run_1/layer_met1.png
The bar under the picture is 20 um long.
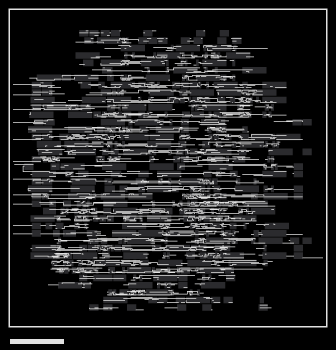
run_1/layer_met2.png
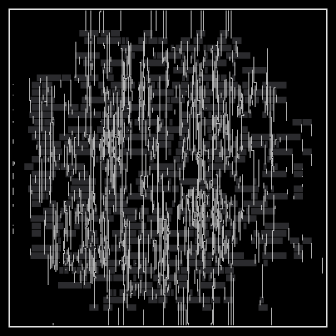
run_1/layer_met3.png
The bar under the picture is 20 um long.
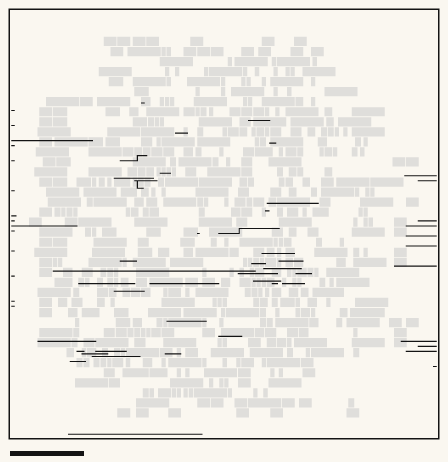
===== config.mk =====
export PLATFORM = sky130hd
export DESIGN_NAME = instruction_loader
export DESIGN_NICKNAME = d
export VERILOG_FILES = /design/src/rtl/instruction_loader.sv
export SDC_FILE = /design/constraint.sdc
export NUM_CORES = 1
export LEC_CHECK = 0
export CORE_MARGIN = 5
export CORE_UTILIZATION = 40
export DETAILED_ROUTE_END_ITERATION = 10
export PLACE_DENSITY = 0.61
export RECOVER_POWER = 50
export SYNTH_ARGS = -nofsm -noshare
export SYNTH_HDL_FRONTEND = slang
export SYNTH_SLANG_ARGS = --single-unit
export TNS_END_PERCENT = 20

===== constraint.sdc =====
create_clock -name clock_in -period 2.9 [get_ports clock_in]
set_clock_uncertainty 0.2 [all_clocks]
set_input_delay 0.29 -clock clock_in [delete_from_list [all_inputs] [get_ports clock_in]]
set_output_delay 0.29 -clock clock_in [all_outputs]
set_load 0.02 [all_outputs]

===== src/rtl/instruction_loader.sv =====
// Boot/reload loader: byte stream -> 16-bit instruction words in imem from address 0, CPU held in reset until checksum passes.
// Latency: write strobe one cycle after the low byte is accepted; done_out/cpu_reset_out release one cycle after the checksum byte.
// Backpressure: byte_ready_out drops during WRITE and outside a load; any state stalls indefinitely while byte_valid_in is low.
module instruction_loader #(
    parameter int INSTRUCTION_WIDTH = 16,
    parameter int ADDRESS_WIDTH     = 11
) (
    input  logic                         clock_in,
    input  logic                         reset_in,
    input  logic                         start_in,
    input  logic [7:0]                   byte_in,
    input  logic                         byte_valid_in,
    output logic                         byte_ready_out,
    output logic [ADDRESS_WIDTH-1:0]     imem_addr_out,
    output logic [INSTRUCTION_WIDTH-1:0] imem_data_out,
    output logic                         imem_wr_out,
    output logic                         cpu_reset_out,
    output logic                         busy_out,
    output logic                         done_out,
    output logic                         error_out,
    output logic [ADDRESS_WIDTH:0]       word_count_out
);

    typedef enum logic [3:0] {
        S_IDLE, S_LEN_HI, S_LEN_LO, S_DATA_HI, S_DATA_LO, S_WRITE, S_CHECK, S_DONE, S_ERROR
    } state_t;

    localparam logic [16:0] MAX_WORDS = 17'd1 << ADDRESS_WIDTH;

    state_t                   state, state_nxt;
    logic [7:0]               len_hi;
    logic [7:0]               hi_byte;
    logic [7:0]               checksum;
    logic [ADDRESS_WIDTH-1:0] addr;
    logic [ADDRESS_WIDTH-1:0] last_addr;
    logic [15:0]              len_word;
    logic                     len_bad;
    logic                     accept;
    logic                     last_word;

    // A byte offered alongside start_in is never consumed.
    assign accept    = byte_valid_in && byte_ready_out && !start_in;
    assign len_word  = {len_hi, byte_in};
    assign len_bad   = (len_word == 16'd0) || ({1'b0, len_word} > MAX_WORDS);
    assign last_word = (addr == last_addr);

    always_comb begin
        state_nxt = state;
        if (start_in) begin
            state_nxt = S_LEN_HI;
        end else begin
            case (state)
                S_LEN_HI:  if (accept) state_nxt = S_LEN_LO;
                S_LEN_LO:  if (accept) state_nxt = len_bad ? S_ERROR : S_DATA_HI;
                S_DATA_HI: if (accept) state_nxt = S_DATA_LO;
                S_DATA_LO: if (accept) state_nxt = S_WRITE;
                S_WRITE:   state_nxt = last_word ? S_CHECK : S_DATA_HI;
                S_CHECK:   if (accept) state_nxt = (byte_in == checksum) ? S_DONE : S_ERROR;
                default:   state_nxt = state;
            endcase
        end
    end

    always_ff @(posedge clock_in or posedge reset_in) begin
        if (reset_in) begin
            state <= S_IDLE;
        end else begin
            state <= state_nxt;
        end
    end

    always_ff @(posedge clock_in or posedge reset_in) begin
        if (reset_in) begin
            len_hi         <= 8'd0;
            hi_byte        <= 8'd0;
            checksum       <= 8'd0;
            addr           <= '0;
            last_addr      <= '0;
            word_count_out <= '0;
            imem_addr_out  <= '0;
            imem_data_out  <= '0;
        end else if (start_in) begin
            hi_byte  <= 8'd0;
            checksum <= 8'd0;
            addr     <= '0;
        end else begin
            case (state)
                S_LEN_HI: if (accept) len_hi <= byte_in;
                S_LEN_LO: if (accept) begin
                    word_count_out <= len_word[ADDRESS_WIDTH:0];
                    // N = 2^ADDRESS_WIDTH wraps to all-ones, which is exactly the final address.
                    last_addr      <= len_word[ADDRESS_WIDTH-1:0] - ADDRESS_WIDTH'(1);
                    addr           <= '0;
                    checksum       <= 8'd0;
                end
                S_DATA_HI: if (accept) begin
                    hi_byte  <= byte_in;
                    checksum <= checksum ^ byte_in;
                end
                S_DATA_LO: if (accept) begin
                    checksum      <= checksum ^ byte_in;
                    imem_addr_out <= addr;
                    imem_data_out <= {hi_byte, byte_in};
                end
                S_WRITE: if (!last_word) addr <= addr + ADDRESS_WIDTH'(1);
                default: ;
            endcase
        end
    end

    // Status outputs are registered images of the state being entered.
    always_ff @(posedge clock_in or posedge reset_in) begin
        if (reset_in) begin
            byte_ready_out <= 1'b0;
            busy_out       <= 1'b0;
            imem_wr_out    <= 1'b0;
            done_out       <= 1'b0;
            error_out      <= 1'b0;
            cpu_reset_out  <= 1'b1;
        end else begin
            byte_ready_out <= (state_nxt == S_LEN_HI)  || (state_nxt == S_LEN_LO) ||
                              (state_nxt == S_DATA_HI) || (state_nxt == S_DATA_LO) ||
                              (state_nxt == S_CHECK);
            busy_out       <= (state_nxt != S_IDLE) && (state_nxt != S_DONE) &&
                              (state_nxt != S_ERROR);
            imem_wr_out    <= (state_nxt == S_WRITE);
            done_out       <= (state_nxt == S_DONE);
            error_out      <= (state_nxt == S_ERROR);
            cpu_reset_out  <= (state_nxt != S_DONE);
        end
    end

endmodule

==> reports/qor.yml, run 1 <==
outcome: "completed"
clock.fmax_ghz: 0.376
grt_usage_pct: 17.0
min_period_ns: 2.66
synth-async-reset-ratio_pct: 100
top_cells_by_count: "nand2_1 (101), dfrtp_1 (94), o21ai_0 (42)"
place_inst: 657
ys_top_cells_by_area: "dfrtp_1 (52%), nand2_1 (8.4%), o21ai_0 (4.7%)"
grt_pass1_wl_mm: 18.0
use_met2_pct: 27.7
hpwl_mm: 7.58
reg_top3: "imem_data_out: 16 flops, word_count_out: 12 flops"
synth_cell_types: 52
comb_power_share_pct: 19.5
postRouteAntennaNets: 0
comb_area_share_pct: 34.4
ios: 57
holdWs_ns: 0.270
diodes: 0
hold_start: "imem_data_out[9]"
seq_cells: 95
synth_seq_share_pct: 53.0
cts_tree: "done"
synth-edff-count: 0
dr.pass1.iters: 4
core_region_area_um2: 10900
-- layer_met1.png (at the start) --
The layer carries 4840 um of wire. The wires run mostly horizontal. The longest straight run is 32.2 um.
total wire length: 10.6 mm
M1 GR Usage: 23.2%
via count: 3458

-- layer_met2.png (at the start) --
The layer carries 5100 um of wire. The longest straight run is 45.2 um.

-- layer_met3.png (at the start) --
The layer carries 466 um of wire. The longest straight run is 54.7 um. The wires run mostly horizontal. The layer holds 4.4% of the routed length.

run_1/flops_by_reg.png
Other sequential cells in the stronger grey, the rest of the logic in the fainter grey.
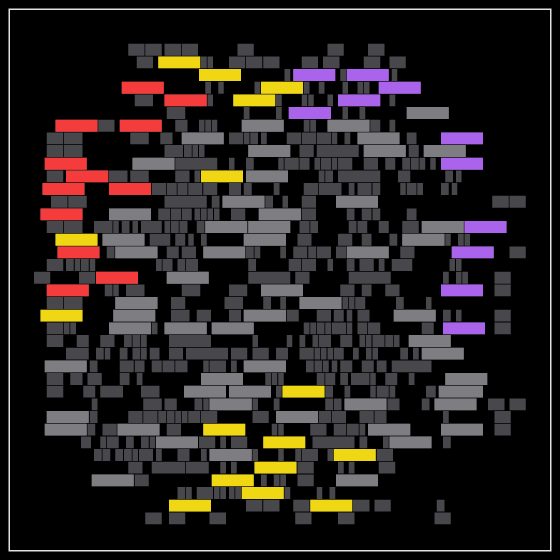

--- run 2 (diff from run 1) ---
- RECOVER_POWER: 50 -> 100
run_2/flops_by_reg.png
Other sequential cells in the stronger grey, the rest of the logic in the fainter grey.
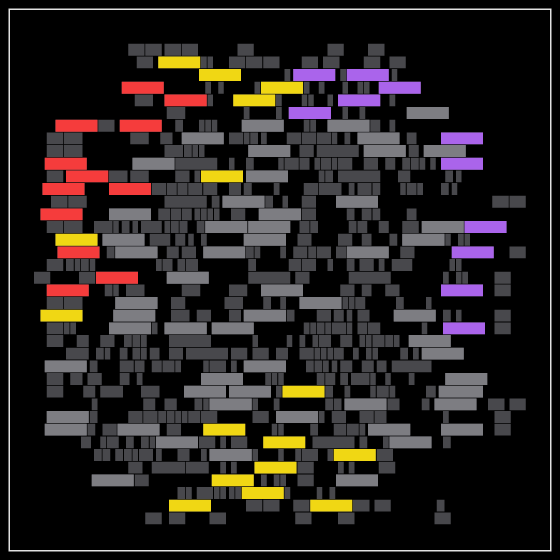
Key: word_count_out = red [flops 12]; imem_addr_out = purple [flops 11]; imem_data_out = yellow [flops 16]
Another 56 sequential cells are not coloured.

==> run 2 against run 1 <==
Synthesized cell count stayed put. Largest power group unchanged. Via count decreased by 0.17%. Clock-buffer cell count is the same. Power is 0.54% lower. Clock power barely moved. Worst hold slack about the same. Final area is 0.52% lower. Highest routed layer unchanged. Core utilization is 0.26 points lower. Final cell count is the same. Critical endpoint unchanged.
==> reports/qor.yml, run 2 <==
top_cells_by_count: "nand2_1 (101), dfrtp_1 (94), o21ai_0 (42)"  # unchanged
min_period_ns: 2.74  # was 2.66 ns
synth-edff-count: 0  # unchanged
wl_met2_mm: 5.13  # was 5.10 mm
met1_usage_pct: 23.2  # unchanged
grt_usage_pct: 17.0  # unchanged
dr.pass1.iters: 4  # unchanged
cp_data_required_time_ns: 2.95  # about the same
postRouteAntennaNets: 0  # unchanged
hpwl_mm: 7.58  # unchanged
use_met2_pct: 27.7  # unchanged
ys_top_cells_by_area: "dfrtp_1 (52%), nand2_1 (8.4%), o21ai_0 (4.7%)"  # unchanged
hold_start: "imem_data_out[9]"  # unchanged
outcome: "completed"  # unchanged
synth_warnings: 0  # unchanged
seq_cells: 95  # unchanged
power_leakage_nw: 2.71  # was 2.66 nW
ios: 57  # unchanged
die_h_um: 116  # unchanged
mi_logic_area_um2: 1910  # was 1920 um^2
yosysTopAreaCellShare_pct: 52.4  # unchanged
critPathTopFamily: "simple AND/OR/NAND/NOR gates"  # unchanged
cts_tree: "done"  # unchanged
core_region_area_um2: 10900  # unchanged
wl_mm: 10.6  # about the same
row_count: 38  # unchanged
place_inst: 657  # unchanged
holdWs_ns: 0.270  # about the same
via_count: 3452  # was 3458
grt_pass1_wl_mm: 18.0  # unchanged
comb_power_share_pct: 19.0  # was 19.5%
synth_seq_share_pct: 53.0  # unchanged
synth-async-reset-ratio_pct: 100  # unchanged
reg_top3: "imem_data_out: 16 flops, word_count_out: 12 flops"  # unchanged
ys_sh_aoi_pct: 9.39  # unchanged
clock.fmax_ghz: 0.366  # was 0.376 GHz
powerComb_mw: 0.653  # was 0.673 mW
dr.max_layer_used: "met4"  # unchanged
synth_cell_types: 52  # unchanged
Power is estimated from default activity; no workload was simulated.
